File: src/rtl/alu_ctrl_pkg.sv
// Shared opcode encodings, FSM state type and ALU one-hot select for alu_ctrl_sequencer.
package alu_ctrl_pkg;

  localparam logic [3:0] OP_NOP  = 4'b0000;
  localparam logic [3:0] OP_ST   = 4'b0011;
  localparam logic [3:0] OP_ADD  = 4'b0100;
  localparam logic [3:0] OP_INC  = 4'b0101;
  localparam logic [3:0] OP_NEG  = 4'b0110;
  localparam logic [3:0] OP_SUB  = 4'b0111;
  localparam logic [3:0] OP_J    = 4'b1000;
  localparam logic [3:0] OP_BRZ  = 4'b1001;
  localparam logic [3:0] OP_JM   = 4'b1010;
  localparam logic [3:0] OP_BRN  = 4'b1011;
  localparam logic [3:0] OP_LD   = 4'b1110;
  localparam logic [3:0] OP_SVPC = 4'b1111;

  typedef enum logic [2:0] {
    S_IDLE   = 3'd0,
    S_DECODE = 3'd1,
    S_EXEC   = 3'd2,
    S_MEM    = 3'd3,
    S_WB     = 3'd4
  } state_t;

  typedef struct packed {
    logic add;
    logic inc;
    logic neg;
    logic sub;
  } alu_sel_t;

  localparam alu_sel_t ALU_NONE = alu_sel_t'(4'b0000);
  localparam alu_sel_t ALU_ADD  = alu_sel_t'(4'b1000);
  localparam alu_sel_t ALU_INC  = alu_sel_t'(4'b0100);
  localparam alu_sel_t ALU_NEG  = alu_sel_t'(4'b0010);
  localparam alu_sel_t ALU_SUB  = alu_sel_t'(4'b0001);

endpackage

File: src/rtl/alu_op_decode.sv
// Combinational opcode classifier: ALU one-hot select plus instruction-class flags.
module alu_op_decode
  import alu_ctrl_pkg::*;
#(
  parameter int OPC_W = 4
) (
  input  logic [OPC_W-1:0] opcode,
  output alu_sel_t         alu_sel,
  output logic             is_alu,
  output logic             is_mem,
  output logic             is_branch,
  output logic             is_illegal
);

  always_comb begin
    alu_sel    = ALU_NONE;
    is_alu     = 1'b0;
    is_mem     = 1'b0;
    is_branch  = 1'b0;
    is_illegal = 1'b0;
    case (opcode)
      OPC_W'(OP_NOP): ;
      OPC_W'(OP_ADD): begin
        alu_sel = ALU_ADD;
        is_alu  = 1'b1;
      end
      OPC_W'(OP_INC): begin
        alu_sel = ALU_INC;
        is_alu  = 1'b1;
      end
      OPC_W'(OP_NEG): begin
        alu_sel = ALU_NEG;
        is_alu  = 1'b1;
      end
      OPC_W'(OP_SUB): begin
        alu_sel = ALU_SUB;
        is_alu  = 1'b1;
      end
      // SVPC routes PC through the adder, so it shares the add select.
      OPC_W'(OP_SVPC): begin
        alu_sel = ALU_ADD;
        is_alu  = 1'b1;
      end
      OPC_W'(OP_LD), OPC_W'(OP_ST): is_mem = 1'b1;
      OPC_W'(OP_J), OPC_W'(OP_JM), OPC_W'(OP_BRZ), OPC_W'(OP_BRN): is_branch = 1'b1;
      default: is_illegal = 1'b1;
    endcase
  end

endmodule

File: src/rtl/alu_ctrl_sequencer.sv
// Multi-cycle DECODE/EXEC/MEM/WB control FSM driving the datapath ALU and memory strobes.
// Optional macro ILLEGAL_OP_TRAP_EN adds a trap output for illegal opcodes.
module alu_ctrl_sequencer
  import alu_ctrl_pkg::*;
#(
  parameter int OPC_W   = 4,
  parameter int MEM_LAT = 2
) (
  input  logic             clk,
  input  logic             rst,
  input  logic             instr_valid,
  output logic             instr_ready,
  input  logic [OPC_W-1:0] opcode,
  input  logic             alu_z,
  input  logic             alu_n,
  output logic             add,
  output logic             inc,
  output logic             neg,
  output logic             sub,
  output logic             alu_cap,
  output logic             mem_rd,
  output logic             mem_wr,
  output logic             reg_we,
  output logic             pc_load,
  output logic             done,
`ifdef ILLEGAL_OP_TRAP_EN
  output logic             trap,
`endif
  output logic             flag_z,
  output logic             flag_n
);

  localparam int CNT_W = 4;

  state_t           r_state;
  logic [OPC_W-1:0] r_opcode;
  logic [CNT_W-1:0] r_cnt;
  alu_sel_t         r_sel;
  logic             r_instr_ready;
  logic             r_alu_cap;
  logic             r_mem_rd;
  logic             r_mem_wr;
  logic             r_reg_we;
  logic             r_pc_load;
  logic             r_done;
  logic             r_flag_z;
  logic             r_flag_n;
`ifdef ILLEGAL_OP_TRAP_EN
  logic             r_trap;
`endif

  alu_sel_t w_sel;
  logic     w_is_alu;
  logic     w_is_mem;
  logic     w_is_branch;
  logic     w_is_illegal;
  logic     w_is_ld;
  logic     w_is_svpc;
  logic     w_br_take;

  alu_op_decode #(
    .OPC_W(OPC_W)
  ) u_dec (
    .opcode    (r_opcode),
    .alu_sel   (w_sel),
    .is_alu    (w_is_alu),
    .is_mem    (w_is_mem),
    .is_branch (w_is_branch),
    .is_illegal(w_is_illegal)
  );

  assign w_is_ld   = (r_opcode == OPC_W'(OP_LD));
  assign w_is_svpc = (r_opcode == OPC_W'(OP_SVPC));

  always_comb begin
    w_br_take = w_is_branch;
    if (r_opcode == OPC_W'(OP_BRZ)) begin
      w_br_take = r_flag_z;
    end else if (r_opcode == OPC_W'(OP_BRN)) begin
      w_br_take = r_flag_n;
    end
  end

  // Outputs are registered, so each branch sets the strobes for the state being entered.
  always_ff @(posedge clk or posedge rst) begin
    if (rst) begin
      r_state       <= S_IDLE;
      r_opcode      <= '0;
      r_cnt         <= '0;
      r_sel         <= ALU_NONE;
      r_instr_ready <= 1'b1;
      r_alu_cap     <= 1'b0;
      r_mem_rd      <= 1'b0;
      r_mem_wr      <= 1'b0;
      r_reg_we      <= 1'b0;
      r_pc_load     <= 1'b0;
      r_done        <= 1'b0;
      r_flag_z      <= 1'b0;
      r_flag_n      <= 1'b0;
`ifdef ILLEGAL_OP_TRAP_EN
      r_trap        <= 1'b0;
`endif
    end else begin
      case (r_state)
        S_IDLE: begin
`ifdef ILLEGAL_OP_TRAP_EN
          r_trap <= 1'b0;
`endif
          if (instr_valid && r_instr_ready) begin
            r_opcode      <= opcode;
            r_instr_ready <= 1'b0;
            r_state       <= S_DECODE;
          end
        end

        S_DECODE: begin
          if (w_is_alu) begin
            r_sel     <= w_sel;
            r_alu_cap <= 1'b1;
            r_state   <= S_EXEC;
          end else if (w_is_mem) begin
            r_cnt    <= CNT_W'(MEM_LAT - 1);
            r_mem_rd <= w_is_ld;
            r_mem_wr <= !w_is_ld;
            // A single-cycle store retires in its only MEM cycle.
            r_done   <= !w_is_ld && (MEM_LAT == 1);
            r_state  <= S_MEM;
          end else if (w_is_illegal) begin
`ifdef ILLEGAL_OP_TRAP_EN
            r_trap        <= 1'b1;
            r_instr_ready <= 1'b1;
            r_state       <= S_IDLE;
`else
            r_done  <= 1'b1;
            r_state <= S_WB;
`endif
          end else begin
            r_pc_load <= w_br_take;
            r_done    <= 1'b1;
            r_state   <= S_WB;
          end
        end

        S_EXEC: begin
          r_sel     <= ALU_NONE;
          r_alu_cap <= 1'b0;
          if (!w_is_svpc) begin
            r_flag_z <= alu_z;
            r_flag_n <= alu_n;
          end
          r_reg_we <= 1'b1;
          r_done   <= 1'b1;
          r_state  <= S_WB;
        end

        S_MEM: begin
          if (r_cnt == '0) begin
            r_mem_rd <= 1'b0;
            r_mem_wr <= 1'b0;
            if (w_is_ld) begin
              r_reg_we <= 1'b1;
              r_done   <= 1'b1;
              r_state  <= S_WB;
            end else begin
              r_done        <= 1'b0;
              r_instr_ready <= 1'b1;
              r_state       <= S_IDLE;
            end
          end else begin
            r_cnt  <= r_cnt - 1'b1;
            r_done <= !w_is_ld && (r_cnt == CNT_W'(1));
          end
        end

        S_WB: begin
          r_reg_we      <= 1'b0;
          r_pc_load     <= 1'b0;
          r_done        <= 1'b0;
          r_instr_ready <= 1'b1;
          r_state       <= S_IDLE;
        end

        default: begin
          r_instr_ready <= 1'b1;
          r_state       <= S_IDLE;
        end
      endcase
    end
  end

  assign instr_ready = r_instr_ready;
  assign add         = r_sel.add;
  assign inc         = r_sel.inc;
  assign neg         = r_sel.neg;
  assign sub         = r_sel.sub;
  assign alu_cap     = r_alu_cap;
  assign mem_rd      = r_mem_rd;
  assign mem_wr      = r_mem_wr;
  assign reg_we      = r_reg_we;
  assign pc_load     = r_pc_load;
  assign done        = r_done;
  assign flag_z      = r_flag_z;
  assign flag_n      = r_flag_n;
`ifdef ILLEGAL_OP_TRAP_EN
  assign trap        = r_trap;
`endif

endmodule

File: config.mk
export PLATFORM = sky130hd
export DESIGN_NAME = alu_ctrl_sequencer
export DESIGN_NICKNAME = d
export VERILOG_FILES = /design/src/rtl/alu_ctrl_pkg.sv /design/src/rtl/alu_op_decode.sv /design/src/rtl/alu_ctrl_sequencer.sv
export SDC_FILE = /design/constraint.sdc
export NUM_CORES = 1
export LEC_CHECK = 0
export CAP_MARGIN = 15
export CELL_PAD_IN_SITES_DETAIL_PLACEMENT = 1
export CELL_PAD_IN_SITES_GLOBAL_PLACEMENT = 1
export CORE_AREA = 2 2 59 61
export CTS_CLUSTER_SIZE = 24
export DETAILED_ROUTE_END_ITERATION = 7
export DIE_AREA = 0 0 61 63
export PLACE_DENSITY = 0.78
export SETUP_SLACK_MARGIN = 0.05
export SYNTH_ARGS = -nofsm -noshare
export SYNTH_HDL_FRONTEND = slang
export SYNTH_SLANG_ARGS = --single-unit
File: constraint.sdc
create_clock -name clk -period 4.84 [get_ports clk]
set_input_delay 0.484 -clock clk [delete_from_list [all_inputs] [get_ports clk]]
set_output_delay 0.484 -clock clk [all_outputs]
set_load 0.01 [all_outputs]
Run 1, routing congestion:
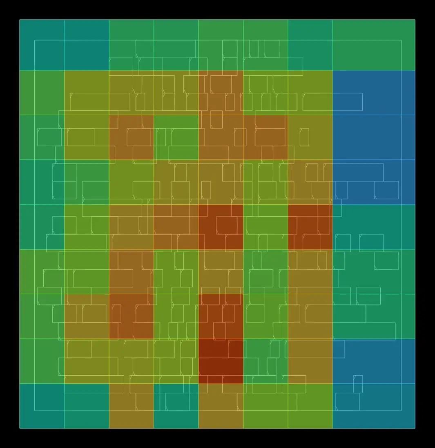
drt wl/cell: 15.70 um
met1 usage: 24.90%
Most Used Layer, Global Route: met2

Run 1, close-up of the layout:
Region (18, 6) to (43, 31) um. Cells in gray, sequential cells in the stronger gray; small squares are vias.
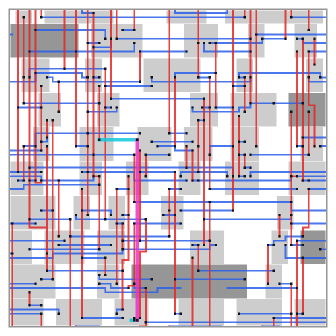
legend:
  blue:
    layer: metal 1
  cyan:
    layer: metal 3
  magenta:
    layer: metal 4
  red:
    layer: metal 2
netlist names of flops here include: pc_load (1), r_opcode (1)
most frequent: nand2_1 (9), clkdlybuf4s50_1 (5), a21oi_1 (4)
cells with their middle in the window: 45
sequential cells in the window: 2

==> results.txt, run 1 <==
run results: status finished, final reports clean, RSZ-0062 raised after global routing no, post-synth area from yosys stat 1340 um^2, Data buffer area share 13.27%, Multiplexer share 8.030%, #MultiIn Comb 97, Synth Area in XOR/XNOR 1.307%, vias post-DR 1,071, R2R Path Start r_state[1], worst path cell trace clkdlybuf4s50_1, first-pass GRT wire length 5423 um, Tmin final 1.921 ns, Worst path depth 1, Max Fanout on Critical Path 4, crit path max-delay cell type dfstp_2, CP required 4.36 ns, Commonest Layout Cell dfrtp_1, R2R Path End sub, most common cell in the netlist dfrtp_1, post-route antenna net violation count 0, Top-area cell share 42.95%, Largest cell class multi-input combinational cells, most frequent cells in the layout dfrtp_1 (23), clkdlybuf4s50_1 (21), nand2_1 (18), Synth Warn # 0, register area 601.8 um^2, largest net degree at the start of global routing 25, flop share of the area 37.99%, Final GP Congestion 0.7670, Endpoint, Worst Hold alu_cap, Top Ports 22, crit path to instr_ready, Cells after DPL 191, max cap viols 0, clock power share 11.2%, synthesized area per cell 10.08 um^2, Area after DPL 1548 um^2, synth cell count leaders dfrtp_1 (23), nand2_1 (18), a21oi_1 (10), Min-Delay Path Depth 2, Top Consumer combinational cells, DR DRC count 0, Final setup viols 0, number of CTS-inserted buffers 3, Tapcell Cnt 46, antenna cells 0, yosys adder share 1.867%, Critical Path Max Stage Delay 0.59 ns, chip height 63 um, Sw Ratio 42.50%, clock network area share 2.291%, ratio of cells with drive above 1 in the final layout 6.040%, Post-Synth Simple-Gate Area 22.04%, final clock skew 0.004748 ns, Initial DRT Pass Iterations 4, crit path launch type flop, total die size 3843 um^2, biggest area cells dfrtp_1 (43%), nand2_1 (5.0%), mux2_1 (5.0%), a21oi_1 (3.7%), mux2i_1 (3.0%), count of cell types in the netlist 42, Fillers 374, stage-log warning count 27, Slew Limit Fails 0, top sig layer met4, met2 WL 1502 um, DRT iter0 DRCs 31, Tcrit/Tclk final 39.70%, Post-Route Utilization 49.01%, final net count 161, Synth flops 24, R2R setup slack 3.02 ns, Syn Inst Count 133, crit path launch instr_ready, Largest delay share family, worst path flip-flops, Total Wirelength 3061 um, H-tree levels 1, std cell rows 21, Max clock buf depth 2, hold path start alu_cap, CTS tree done, PostCTS Resize Cnt 0, Mapped Area 1340 um^2, Lkg Pwr 0.0006711 uW, Hold Vio Cnt, Final 0, grt total ovfl 0, clock transition at the registers of the reported paths 0.14 ns, Layout Cell Area excl Fill 1584 um^2, net switching power 419.9 uW, combinational cell power 461 uW, setup bufs post-CTS 0, Yosys Instances 133, Non-Clock Inverter Count 3, sequential cells 24, syn nets 144, core area 3232 um^2, total negative slack 0 ns, pwr/cell area 623.6 nW/um^2, Int Power 568.0 uW, highest ir drop seen on vdd 260.7 uV, initial antenna violation count 0, comb area leader simple AND/OR/NAND/NOR gates, Comb area 666.9 um^2, CP arrival 1.44 ns, met3 wire length 61 um, Syn-to-layout area delta 18.21%, f_max 0.5205 GHz, worst min path class reg -> reg, slew of the pin with the lowest slew margin 0.9208 ns, Root Buffer clkbuf_4, vias in the first global route 1,150, DP Wirelength 2226 um, Seq share, synth 44.91%, Most used DFF post-synth dfrtp_1, Sink Count 24, non-clock buffer count 21, Post-synth ARST share 100.0%, count of library flops with an enable pin 0, Worst Setup Path Type reg -> out, Crit path buffers/inverters 1, Die W 61 um, GRT Total Usage 18.37%, M1 WL 1464 um, Comb power frac 46.6%, Rel. slew slack 38.54%, number of clock buffers in the layout 4, Flop pwr share 42.1%, FP Core Util 41.46%, Complex Gates by Area 16.53%, number of vias per cell 5.492, WHS 0.5128 ns, Clock net power 111 uW, seq pwr 416 uW, r2r worst-path depth 4
Run 1, I/O pins on the die edge:
Scale: 8 px per um. Pins as bars across the die edge, other pins in gray.
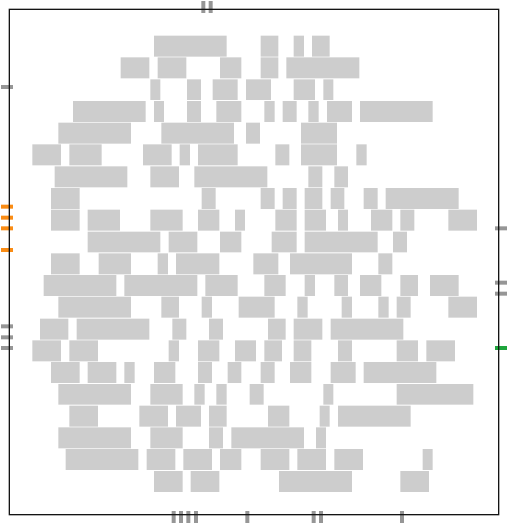
legend:
  green:
    port: done
    pins: 1
    direction: output
    edge: right
  orange:
    port: opcode
    pins: 4
    direction: input
    edge: left

Run 1, selected gate families:
Scale: 4 px per um.
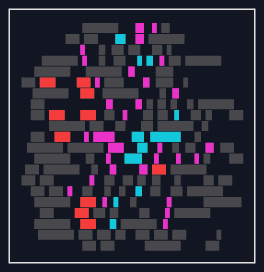
legend:
  magenta:
    family: NAND gates
    cells: 30
    most_used: nand2_1
  cyan:
    family: NOR gates
    cells: 11
  red:
    family: multiplexers
    cells: 10
    most_used: mux2_1
fraction of area in multi-input gates: 42.10%
Finished Layout Cells: 195

-- run 1: through the flow --
| stage | worst slack [ns] | total power (uW) |
|---|---|---|
| floorplan | 3.284 | 723.4 |
| global placement | 2.967 | 855.3 |
| CTS | 2.912 | 993.0 |
| finish | 2.919 | 987.8 |
| detailed placement | 2.914 | 878.8 |
| global route | 2.838 | 1073 |
-- run 1: layer usage --
layer / up-vias / GRT usage, %
met3: 4 / 2.070
met4: 0 / 5.707
met1: 531 / 24.90
met2: 14 / 30.11
li1: 522 / -
met5: - / 0
-- run 1: flip-flops by register name (all words and copies together) (netlist names) --
signal	flops
flag_z	1
mem_wr	1
pc_load	1
r_cnt	4
r_opcode	4
flag_n	1
add	1
reg_we	1
neg	1
r_state	3
sub	1
mem_rd	1
inc	1
instr_ready	1
done	1
alu_cap	1
Run 1, register map, names as in the netlist:
Scale: 4 px per um. Other sequential cells in the stronger gray, the rest of the logic in the fainter gray.
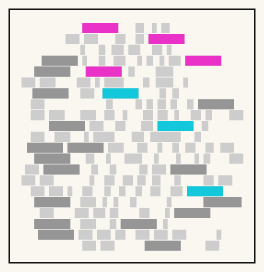

--- run 2 (diff from run 1) ---
- CORE_AREA: 2 2 59 61 -> 2 2 61 63
- DIE_AREA: 0 0 61 63 -> 0 0 63 65
- PLACE_DENSITY: 0.78 -> 0.73
- clock period: 4.84 -> 1.8 ns (I/O delays scaled with it)
Run 2, register map, names as in the netlist:
Scale: 4 px per um. Other sequential cells in the stronger gray, the rest of the logic in the fainter gray.
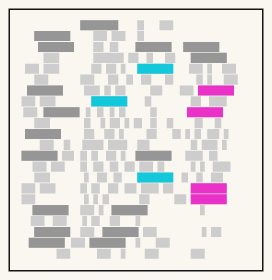
legend:
  cyan:
    name_in_the_netlist: r_state
    sequential_cells: 3
  magenta:
    name_in_the_netlist: r_cnt
    sequential_cells: 4
    where: middle right

==> run 2 against run 1 <==
Global-route usage down 1.8 points. Worst setup slack worse by 2.8 ns. Via count up 1.1%. Count of clock-buffer cells in the layout unchanged. Final cell count up 4.6%. Critical path depth up 5. Sequential share of layout area down 1.4 points. Total power rose to 2.8 times the previous value. Area after synthesis unchanged. Flip-flop count unchanged. Combinational power rose to 3.0 times the previous value. Largest power group unchanged. Highest routed layer unchanged.
==> results.txt, run 2 <==
run results: H-tree levels 1 (unchanged), worst path cell trace inv_1 -> ha_1 -> or3b_4 -> nand2_1 -> o22ai_1 -> a22o_1 (was clkdlybuf4s50_1), f_max 0.6081 GHz, post-route antenna net violation count 0 (unchanged), pwr/cell area 1656 nW/um^2 (was 623.6 nW/um^2), clock network area share 2.204% (was 2.291%), Worst Setup Path Type reg -> reg (was reg -> out), worst setup margin 0.1555 ns (was 2.919 ns), Synth flops 24 (unchanged), Yosys Instances 133 (unchanged), Sw Ratio 40.93% (was 42.50%), fraction of area in multi-input gates 40.96% (was 42.10%), sequential cells 24 (unchanged), ratio of cells with drive above 1 in the final layout 12.18% (was 6.040%), Largest cell class multi-input combinational cells (unchanged), Multiplexer share 8.030% (unchanged), R2R setup slack 0.16 ns (was 3.02 ns), antenna cells 0 (unchanged), CTS tree done (unchanged), vias in the first global route 1,181 (was 1,150), DR DRC count 0 (unchanged), #MultiIn Comb 97 (unchanged), Non-Clock Inverter Count 3 (unchanged), Area after DPL 1603 um^2 (was 1548 um^2), Lkg Pwr 0.0007077 uW (was 0.0006711 uW), Post-Synth Simple-Gate Area 22.04% (unchanged), register area 601.8 um^2 (unchanged), combinational cell power 1360 uW (was 461 uW), count of library flops with an enable pin 0 (unchanged), crit path launch r_cnt[1] (was instr_ready), total negative slack 0 ns (unchanged), Layout Cell Area excl Fill 1647 um^2 (was 1584 um^2), chip height 65 um (was 63 um), net switching power 1116 uW (was 419.9 uW), flop share of the area 36.55% (was 37.99%), Most used DFF post-synth dfrtp_1 (unchanged), Crit path buffers/inverters 1 (unchanged), number of clock buffers in the layout 4 (unchanged), comb area leader simple AND/OR/NAND/NOR gates (unchanged), Post-Route Utilization 47.10% (was 49.01%), yosys adder share 1.867% (unchanged), Syn Inst Count 133 (unchanged), setup slack at placement 0.06416 ns (was 2.914 ns), crit path launch type flop (unchanged), Sink Count 24 (unchanged), number of CTS-inserted buffers 3 (unchanged), clock power share 10.3% (was 11.2%), first-pass GRT wire length 5402 um (was 5423 um), drt wl/cell 15.09 um (was 15.70 um), DRT iter0 DRCs 36 (was 31), Slew Limit Fails 0 (unchanged), non-clock buffer count 28 (was 21), r2r worst-path depth 6 (was 4), biggest area cells dfrtp_1 (43%), nand2_1 (5.0%), mux2_1 (5.0%), a21oi_1 (3.7%), mux2i_1 (3.0%) (unchanged), crit path to r_cnt[1] (was instr_ready), Initial DRT Pass Iterations 3 (was 4), std cell rows 22 (was 21), post-synth area from yosys stat 1340 um^2 (unchanged), Mapped Area 1340 um^2 (unchanged), RSZ-0062 raised after global routing no (unchanged), CP required 2.01 ns (was 4.36 ns), syn nets 144 (unchanged), max cap viols 0 (unchanged), Commonest Layout Cell dfrtp_1 (unchanged), Top Ports 22 (unchanged), DP Wirelength 2362 um (was 2226 um), final net count 168 (was 161), Top-area cell share 42.95% (unchanged), number of vias per cell 5.309 (was 5.492), Final GP Congestion 0.7498 (was 0.7670), synthesized area per cell 10.08 um^2 (unchanged), Worst path depth 6 (was 1), count of cell types in the netlist 42 (unchanged), Hold Vio Cnt, Final 0 (unchanged), highest ir drop seen on vdd 645.8 uV (was 260.7 uV), crit path max-delay cell type or3b_4 (was dfstp_2), Synth Warn # 0 (unchanged), largest net degree at the start of global routing 25 (unchanged), core area 3496 um^2 (was 3232 um^2), CP arrival 1.86 ns (was 1.44 ns), Post-synth ARST share 100.0% (unchanged), stage-log warning count 27 (unchanged), Largest regs r_cnt: 4 flops, r_opcode: 4 flops, r_state: 3 flops (unchanged), Max Fanout on Critical Path 8 (was 4), Tot Pwr 2727 uW (was 987.8 uW), Flop pwr share 39.7% (was 42.1%), Critical Path Max Stage Delay 0.44 ns (was 0.59 ns), Root Buffer clkbuf_4 (unchanged), Tapcell Cnt 48 (was 46), R2R Path End r_cnt[1] (was sub), Tmin final 1.644 ns, most frequent cells in the layout dfrtp_1 (23), clkdlybuf4s50_1 (21), nand2_1 (18) (unchanged), FP Core Util 38.33% (was 41.46%), worst min path class in -> async (was reg -> reg), Tcrit/Tclk final 91.36%, Max clock buf depth 2 (unchanged), total die size 4095 um^2 (was 3843 um^2), synth cell count leaders dfrtp_1 (23), nand2_1 (18), a21oi_1 (10) (unchanged), Fillers 405 (was 374), Top Consumer combinational cells (unchanged), slew of the pin with the lowest slew margin 0.3943 ns (was 0.9208 ns), clock transition at the registers of the reported paths 0.13 ns (was 0.14 ns), GRT Total Usage 16.60% (was 18.37%), WHS 0.2039 ns (was 0.5128 ns), status finished, final reports clean (unchanged), Syn-to-layout area delta 22.88% (was 18.21%), vias post-DR 1,083 (was 1,071), Seq share, synth 44.91% (unchanged), initial antenna violation count 0 (unchanged), Die W 63 um (was 61 um), Total Wirelength 3078 um (was 3061 um), R2R Path Start r_cnt[1] (was r_state[1]), Int Power 1611 uW (was 568.0 uW), Largest delay share family, worst path simple AND/OR/NAND/NOR gates (was flip-flops), Clock net power 282 uW (was 111 uW), final clock skew 0.002838 ns (was 0.004748 ns), most common cell in the netlist dfrtp_1 (unchanged), Finished Layout Cells 204 (was 195), seq pwr 1080 uW (was 416 uW), Final setup viols 0 (unchanged), Complex Gates by Area 16.53% (unchanged), Cells after DPL 200 (was 191), grt total ovfl 0 (unchanged), Rel. slew slack 73.52% (was 38.54%), Comb power frac 50.0% (was 46.6%)
run 2: netlist changes by cell type in the layout (fill, tap and decap cells not counted), sizes merged:
cell,previous run,this run
buf,0,7
run 2: worst min-delay path: cells and delay by family:
family | cells | cell delay [ns]
buf+inv | 3 | 0.75
run 2: per-layer routing:
layer | GRT usage [%] | routed length (um)
met1 | 19.36 | 1331
met2 | 32.18 | 1669
met3 | 1.910 | 64
met4 | 3.889 | 12
met5 | 0 | 0
run 2: timing repair:
| item | CTS | global route |
|---|---|---|
| setup buffers | 0 | 0 |
| gates cloned | 0 | 0 |
| setup endpoints to repair | 2 | 5 |
| gates resized | 1 | 2 |
| hold buffers | 0 | 0 |
run 2: kinds of logic after synthesis:
family	after synthesis
compound gates	34
xor+xnor	2
fa+ha+maj	2
buf+inv	12
flops	24
mux	10
simple gates	49
--- run 3 (diff from run 2) ---
- CAP_MARGIN: 15 -> 10
- GPL_ROUTABILITY_DRIVEN: default -> 0
Run 3, routing congestion:
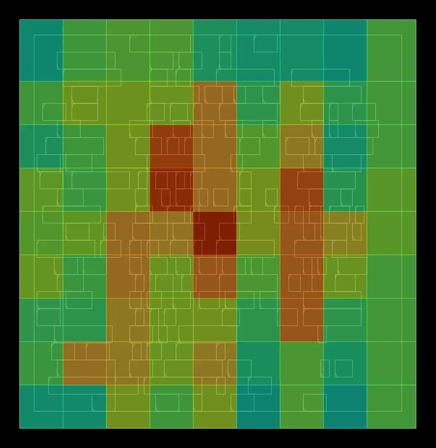
drt wl/cell: 15.09 um
GRT Total Usage: 16.60%
GR Util met2: 32.18%

==> run 3 against run 2 <==
Highest routed layer unchanged. Area after synthesis unchanged. Worst hold slack unchanged. Critical path type unchanged. Utilization unchanged. Routed wire length did not move. Die size did not move. Total power unchanged. Maximum frequency unchanged. Cell area unchanged. Critical path depth unchanged.
==> results.txt, run 3 <==
run results: H-tree levels 1 (unchanged), vias in the first global route 1,181 (unchanged), stage-log warning count 27 (unchanged), final net count 168 (unchanged), Most used DFF post-synth dfrtp_1 (unchanged), PostCTS Resize Cnt 1 (unchanged), register area 601.8 um^2 (unchanged), chip height 65 um (unchanged), Total Wirelength 3078 um (unchanged), Most Used Layer, Global Route met2 (unchanged), std cell rows 22 (unchanged), Top-area cell share 42.95% (unchanged), DRT iter0 DRCs 36 (unchanged), worst min path class in -> async (unchanged), highest ir drop seen on vdd 645.8 uV (unchanged), area leader, netlist dfrtp_1 (unchanged), Top Consumer combinational cells (unchanged), core area 3496 um^2 (unchanged), Post-Route Utilization 47.10% (unchanged), Syn-to-layout area delta 22.88% (unchanged), met1 usage 19.36% (unchanged), WHS 0.2039 ns (unchanged), Slew Limit Fails 0 (unchanged), Lkg Pwr 0.0007077 uW (unchanged), Tmin final 1.644 ns (unchanged), M1 WL 1331 um (unchanged), Sink Count 24 (unchanged), worst setup margin 0.1555 ns (unchanged), pwr/cell area 1656 nW/um^2 (unchanged), net switching power 1116 uW (unchanged), combinational cell power 1360 uW (about the same), vias post-DR 1,083 (unchanged), setup bufs post-CTS 0 (unchanged), worst skew pair latency 0.31 ns (about the same), total die size 4095 um^2 (unchanged), Top Ports 22 (unchanged), syn nets 144 (unchanged), crit path max-delay cell type or3b_4 (unchanged), comb area leader simple AND/OR/NAND/NOR gates (unchanged), count of cell types in the netlist 42 (unchanged), f_max 0.6081 GHz (unchanged), Synth flops 24 (unchanged), Critical Path Max Stage Delay 0.44 ns (about the same), port bufs 21 (unchanged), Comb power frac 50.0% (about the same), synth cell count leaders dfrtp_1 (23), nand2_1 (18), a21oi_1 (10) (unchanged), post-route antenna net violation count 0 (unchanged), Crit path buffers/inverters 1 (unchanged), FP Core Util 38.33% (unchanged), Layout Cell Area excl Fill 1647 um^2 (unchanged), first-pass GRT wire length 5402 um (unchanged), met3 wire length 64 um (unchanged), Rel. slew slack 73.52% (unchanged), Commonest Layout Cell dfrtp_1 (unchanged), Final setup viols 0 (unchanged), seq pwr 1080 uW (about the same), number of CTS-inserted buffers 3 (unchanged), CP required 2.01 ns (about the same), CTS tree done (unchanged), Synth Warn # 0 (unchanged), status finished, final reports clean (unchanged), DR DRC count 0 (unchanged), synthesized area per cell 10.08 um^2 (unchanged), hold_buf cts 0 (unchanged), post-synth area from yosys stat 1340 um^2 (unchanged), antenna cells 0 (unchanged), Clock net power 282 uW (about the same), initial antenna violation count 0 (unchanged), Finished Layout Cells 204 (unchanged), yosys adder share 1.867% (unchanged), slew of the pin with the lowest slew margin 0.3943 ns (unchanged), most frequent cells in the layout dfrtp_1 (23), clkdlybuf4s50_1 (21), nand2_1 (18) (unchanged), Initial DRT Pass Iterations 3 (unchanged), biggest area cells dfrtp_1 (43%), nand2_1 (5.0%), mux2_1 (5.0%), a21oi_1 (3.7%), mux2i_1 (3.0%) (unchanged), Tcrit/Tclk final 91.36% (unchanged), Seq share, synth 44.91% (unchanged), Post-Synth Simple-Gate Area 22.04% (unchanged), Flop pwr share 39.7% (about the same), RSZ-0062 raised after global routing no (unchanged), Area after DPL 1603 um^2 (unchanged), most common cell in the netlist dfrtp_1 (unchanged), Hold Vio Cnt, Final 0 (unchanged), Int Power 1611 uW (unchanged), Post-synth ARST share 100.0% (unchanged), final clock skew 0.002838 ns (unchanged), clock transition at the registers of the reported paths 0.13 ns (about the same), Root Buffer clkbuf_4 (unchanged), Tot Pwr 2727 uW (unchanged), Cells after DPL 200 (unchanged), Worst Setup Path Type reg -> reg (unchanged), clock power share 10.3% (about the same), Die W 63 um (unchanged), Yosys Instances 133 (unchanged), setup slack at placement 0.06416 ns (unchanged), Sw Ratio 40.93% (unchanged), total negative slack 0 ns (unchanged), Largest delay share family, worst path simple AND/OR/NAND/NOR gates (unchanged), M3 GR Usage 1.910% (unchanged), Mapped Area 1340 um^2 (unchanged), R2R Path Start r_cnt[1] (unchanged), crit path launch type flop (unchanged), crit end category flop (unchanged), top sig layer met4 (unchanged), Largest regs r_cnt: 4 flops, r_opcode: 4 flops, r_state: 3 flops (unchanged), max cap viols 0 (unchanged), Synth Area in XOR/XNOR 1.307% (unchanged), ratio of cells with drive above 1 in the final layout 12.18% (unchanged), Max clock buf depth 2 (unchanged), crit path launch r_cnt[1] (unchanged), count of library flops with an enable pin 0 (unchanged), Comb area 674.4 um^2 (unchanged), Max Fanout on Critical Path 8 (unchanged), DP Wirelength 2362 um (unchanged), met2 WL 1669 um (unchanged), Fillers 405 (unchanged), Syn Inst Count 133 (unchanged), number of vias per cell 5.309 (unchanged), Multiplexer share 8.030% (unchanged), largest net degree at the start of global routing 25 (unchanged), CP arrival 1.86 ns (about the same), Complex Gates by Area 16.53% (unchanged), grt total ovfl 0 (unchanged), worst path cell trace inv_1 -> ha_1 -> or3b_4 -> nand2_1 -> o22ai_1 -> a22o_1 (unchanged)
run 3: worst reg2reg max path, cell delays in order (launching register included):
cell,delay [ns]
dfrtp_1,0.42
inv_1,0.11
ha_1,0.20
or3b_4,0.44
nand2_1,0.11
o22ai_1,0.08
a22o_1,0.19
run 3: worst paths after layout:
kind                          endpoint  slack [ns]  cells after the start
min reg2reg                    alu_cap        0.50                      2
max reg2reg                   r_cnt[1]        0.16                      6
max                           r_cnt[1]        0.16                      6
min in group clk                flag_z        0.45                      2
max in group asynchronous  instr_ready        1.31                      3
min                           r_cnt[3]        0.20                      3
run 3: final cells by class:
cell class                      count  share of cell area [%]
Multi-Input combinational cell     97                   40.96
Sequential cell                    24                   36.55
Timing Repair Buffer               28                   15.96
Tap cell                           48                   3.647
Clock buffer                        4                   2.204
Inverter                            3                  0.6839
No activity file was given, so power comes from the tool's default toggle rates.
